==> images/cell_classes.png <==
Drawn at 1.5 px/um.
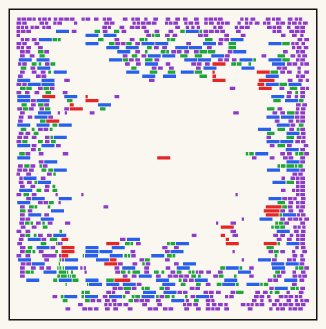
==> images/clock_map.png <==
Drawn at 2 px/um.
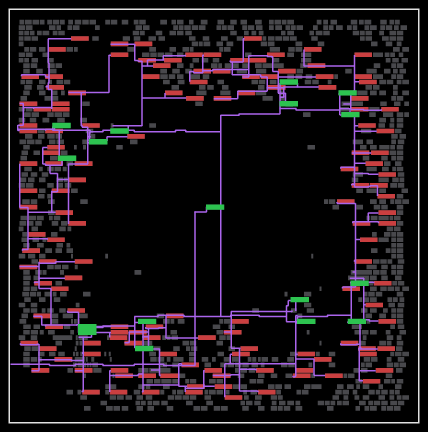
==> images/port_nets.png <==
Drawn at 2 px/um.
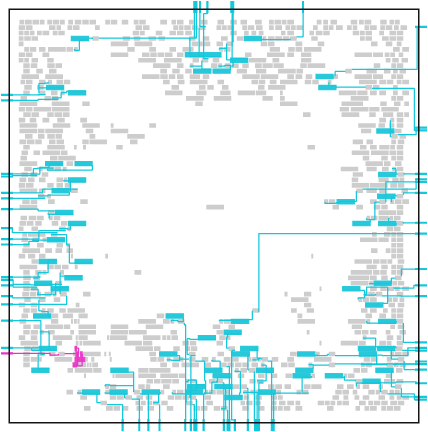
==> images/final_clocks.png <==
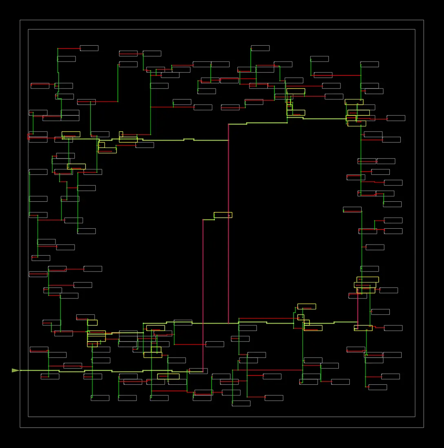
[src/rtl/mem_port_arbiter.sv]
// Arbitrates one fixed-latency memory port between instruction fetch and data
// access. Data wins by default, and fetch is forced through after STARVE_MAX denials.
module mem_port_arbiter #(
    parameter int LAT        = 2,
    parameter int STARVE_MAX = 4,
    parameter int AW         = 64,
    parameter int DW         = 64
) (
    input  logic          clk,
    input  logic          rst_n,
    input  logic          prg_req,
    input  logic [AW-1:0] prg_addr,
    output logic          prg_grant,
    output logic [DW-1:0] prg_q,
    output logic          prg_valid,
    input  logic          dat_req,
    input  logic          dat_we,
    input  logic [AW-1:0] dat_addr,
    input  logic [DW-1:0] dat_write,
    output logic          dat_grant,
    output logic [DW-1:0] dat_q,
    output logic          dat_valid,
    output logic          mem_req,
    output logic          mem_we,
    output logic [AW-1:0] mem_addr,
    output logic [DW-1:0] mem_write,
    input  logic [DW-1:0] mem_q,
    output logic          starved
);

    logic [3:0] starve_cnt;
    // Stage 0 lines up with mem_req; stage LAT lines up with mem_q.
    logic [LAT:0] tag_v;
    logic [LAT:0] tag_f;
    logic         rd_issue;

    always_comb begin
        starved   = prg_req && (starve_cnt == 4'(STARVE_MAX));
        prg_grant = prg_req && (!dat_req || starved);
        dat_grant = dat_req && !prg_grant;
        rd_issue  = prg_grant || (dat_grant && !dat_we);
    end

    always_ff @(posedge clk or negedge rst_n) begin
        if (!rst_n) begin
            starve_cnt <= '0;
            mem_req    <= 1'b0;
            mem_we     <= 1'b0;
            mem_addr   <= '0;
            mem_write  <= '0;
            tag_v      <= '0;
            tag_f      <= '0;
        end else begin
            if (!prg_req || prg_grant)
                starve_cnt <= '0;
            else if (starve_cnt != 4'(STARVE_MAX))
                starve_cnt <= starve_cnt + 4'd1;

            mem_req <= prg_grant || dat_grant;
            mem_we  <= dat_grant && dat_we;
            if (prg_grant) begin
                mem_addr <= prg_addr;
            end else if (dat_grant) begin
                mem_addr  <= dat_addr;
                mem_write <= dat_write;
            end

            tag_v <= {tag_v[LAT-1:0], rd_issue};
            tag_f <= {tag_f[LAT-1:0], prg_grant};
        end
    end

    assign prg_valid = tag_v[LAT] && tag_f[LAT];
    assign dat_valid = tag_v[LAT] && !tag_f[LAT];
    assign prg_q     = mem_q;
    assign dat_q     = mem_q;

endmodule

[config.mk]
export PLATFORM = sky130hd
export DESIGN_NAME = mem_port_arbiter
export DESIGN_NICKNAME = d
export VERILOG_FILES = /design/src/rtl/mem_port_arbiter.sv
export SDC_FILE = /design/constraint.sdc
export NUM_CORES = 1
export LEC_CHECK = 0
export ABC_AREA = 0
export CAP_MARGIN = 25
export CORE_AREA = 4 4 200 202
export DETAILED_ROUTE_END_ITERATION = 6
export DIE_AREA = 0 0 204 206
export GPL_TIMING_DRIVEN = 0
export PLACE_DENSITY = 0.55
export SKIP_CTS_REPAIR_TIMING = 1
export SYNTH_ARGS = -nofsm -noshare
export SYNTH_HDL_FRONTEND = slang
export SYNTH_SLANG_ARGS = --single-unit
[constraint.sdc]
create_clock -name clk -period 4.7 [get_ports clk]
set_input_delay 0.705 -clock clk [delete_from_list [all_inputs] [get_ports clk]]
set_output_delay 0.705 -clock clk [all_outputs]
set_load 0.05 [all_outputs]
==> results_slide.txt <==
Flow Results at a Glance

Cells and area
  – Top cells excl fill/tap: clkdlybuf4s50_1 (458), dfrtp_1 (140), buf_4 (128), and2_1 (66), a221o_1 (64)
  – Core Util, Final: 33.0%
  – Final net count: 1254
  – Fillers: 3824
  – Most used logic cell in the final layout: clkdlybuf4s50_1
  – Final Non-Filler Cells: 1523
  – Syn-to-layout area delta: 88.4%
  – Layout cells sized above 1: 24.5%
  – Finished Cell Area: 0.0126 sq mm
  – Top flop regs: mem_addr x64, mem_write x64, starve_cnt x4

Routing
  – Drt pass-1 iters: 4
  – Routed len/inst: 17.9 um
  – Post-DRT Antenna Nets: 0
  – Starting DRT DRC Count: 211
  – Final wirelength: 27200 um
  – Residual DRC count: 0
  – DR vias/cell: 3.75

Final timing
  – Slew headroom: 36.4%
  – Final Hold Slack: 0.268 ns
  – Setup WS post-layout: 1.00 ns
  – Final tally of hold violations: 0
  – Fin crit period: 3.70 ns
  – Fmax achieved: 0.271 GHz
  – Final setup fails: 0
  – Worst Tran Pin Value: 0.953 ns
  – RSZ-0062 raised after global routing: no
  – Setup TNS Final: 0 ns
  – Final period util: 78.6%
  – Fin. max-slew vios: 0

GRT
  – Gr usage total: 12.3%
  – Largest net degree at the start of global routing: 72
  – Remaining global-route overflow: 0
  – Antenna violations before repair: 2
  – Global-route wire length before repair: 38700 um
  – Vias in the first global route: 6260

Synthesis
  – Yosys cell types: 20
  – Yosys cell count: 512
  – Synth Instances: 512
  – Yosys chip area: 0.00670 sq mm
  – Mean Syn Cell Area: 13.1 sq um
  – Main synth FF type: dfrtp_1
  – Top cells, area: dfrtp_1 (52%), buf_4 (14%), a221o_1 (9.6%), mux2_4 (7.6%), and2_1 (6.2%)
  – Syn_nets: 775
  – Cell area after synthesis: 0.00670 sq mm
  – Register bit count reported by yosys: 140
  – Yosys top cell area share: 52.3%
  – Synth top cell by count: dfrtp_1
  – Synth top cells by count: dfrtp_1 (140), buf_4 (128), and2_1 (66)
  – YS warnings: 0
  – Register share after synthesis: 52.3%
  – Yosys top cell by area: dfrtp_1
  – Number of enable flip-flop cells: 0

Status
  – Status: finished clean

Floorplan
  – Core Box Area: 0.0383 sq mm
  – Die X: 204 um
  – Chip Height: 206 um
  – FP Rows: 72
  – Fp_density: 17.5%
  – Chip Area: 0.0420 sq mm

Placed design
  – Dpl cells: 1490
  – RD Place Congestion: 0.759
  – Area after DPL: 0.0120 sq mm
  – Setup WS pre-CTS: 0.931 ns
  – Post-DP HPWL: 21400 um

Job
  – OpenROAD warning count: 27

Power
  – Pwr Density: 346 mW/mm^2
  – Switch Pwr: 1.48 mW
  – Switching Fraction: 33.9%
  – Worst vdd ir: 234 uV
  – P_seq: 1.38 mW
  – Top power group: the clock network
  – Sequential share of power: 31.6%
  – Leak: 5.38 nW
  – Design Power: 4.36 mW

Critical path
  – Crit path max fanout: 10
  – Setup Crit Path Kind: input pin to output port
  – Critical-path top delay cell: clkdlybuf4s50_1
  – Critical path's top delay family: buffers and inverters
  – Buf+Inv Stages, Crit Path: 5
  – Worst setup EP type: output port
  – CP peak stage delay: 0.81 ns
  – Critical path data required time: 3.99 ns

CTS
  – Buffer depth of the longest clock path: 2
  – H-tree levels: 4
  – Clk slew on worst S/H paths: 0.06 ns
  – CTS tree: done
  – CTS Root Cell: clkbuf_16

Min path
  – Hold WC Path Type: input pin to async pin
## Picture notes: cell_classes.png
| color | class | cells |
|---|---|---|
| green | all other logic | 215 |
| purple | other buffers and delay cells | 617 |
| blue | flip-flops | 140 |
| red | clock drivers and dummy loads | 31 |

## Picture notes: clock_map.png
[red] flip-flops | count: 140
[green] cells driving clock nets | count: 17
[purple] clock wires | length: 2530 um
routed clock nets: 18
Clock Power Share: 34.3%
clock skew: 0.00584 ns
clock network power: 1.50 mW

## Picture notes: port_nets.png
| color | port | bits | direction | edge | end cells | buffers | wire |
|---|---|---|---|---|---|---|---|
| cyan | mem_addr | 64 | output | 21 right, 19 bottom, 17 left, 7 top | 64 | 64 | 2600 um |
| magenta | prg_req | 1 | input | left | 5 | 1 | 53.4 um |
input/output buffers: 459
# IOs: 524

## Picture notes: final_clocks.png
clk sinks: 140
later-pin clock latency in the skew report: 0.43 ns
Num CTS Buffers: 17
Clock buffer cells: 21
Flop Count: 140

## routing by layer
layer | GRT usage, % | up-vias | part of all wire [%]
met4 | 3.47 | 2 | 1.6
met2 | 20.3 | 319 | 48
met1 | 14.3 | 2728 | 40
met5 | 0 | - | 0.026
li1 | - | 2634 | -
met3 | 5.81 | 21 | 11
## layout make-up
cell class | instances | area [sq um] | share of cell area (%)
sequential | 140 | 3500 | 27.8
antenna | 2 | 5.00 | 0.0397
inverter | 5 | 18.8 | 0.149
timing repair buffer | 460 | 4620 | 36.6
tap | 518 | 648 | 5.14
multi-input combinational | 210 | 2010 | 15.9
clock inverter | 10 | 163 | 1.29
clock buffer | 21 | 480 | 3.81
buffer | 157 | 1160 | 9.22
## path summary, 6_finish.rpt
check | startpoint | to | slack (ns) | cells after the start
worst max register to register | starve_cnt[0]$_DFFE_PN0P_ | mem_write[52]$_DFFE_PN0P_ | 2.61 | 8
worst min register to register | tag_f[0]$_DFF_PN0_ | tag_f[1]$_DFF_PN0_ | 0.35 | 0
worst max-delay path | prg_req | dat_grant | 1.00 | 7
worst min-delay path | rst_n | mem_addr[34]$_DFFE_PN0P_ | 0.27 | 1
min in group clk | tag_f[0]$_DFF_PN0_ | tag_f[1]$_DFF_PN0_ | 0.35 | 0
max in group asynchronous | rst_n | mem_write[32]$_DFFE_PN0P_ | 3.58 | 2
## logic make-up (layout without fill, tap and decap cells)
group,count (synthesis),in the layout,share of synthesized area (%)
buffers and inverters,162,653,17.7
AND/OR/NAND/NOR,77,77,7.10
other,0,2,0
AND-OR/OR-AND,65,65,9.64
adder cells (fa/ha/maj),2,2,0.374
flip-flops,140,140,52.3
multiplexers,64,64,12.7
XOR/XNOR,2,2,0.262
Power and IR drop assume default switching activity.
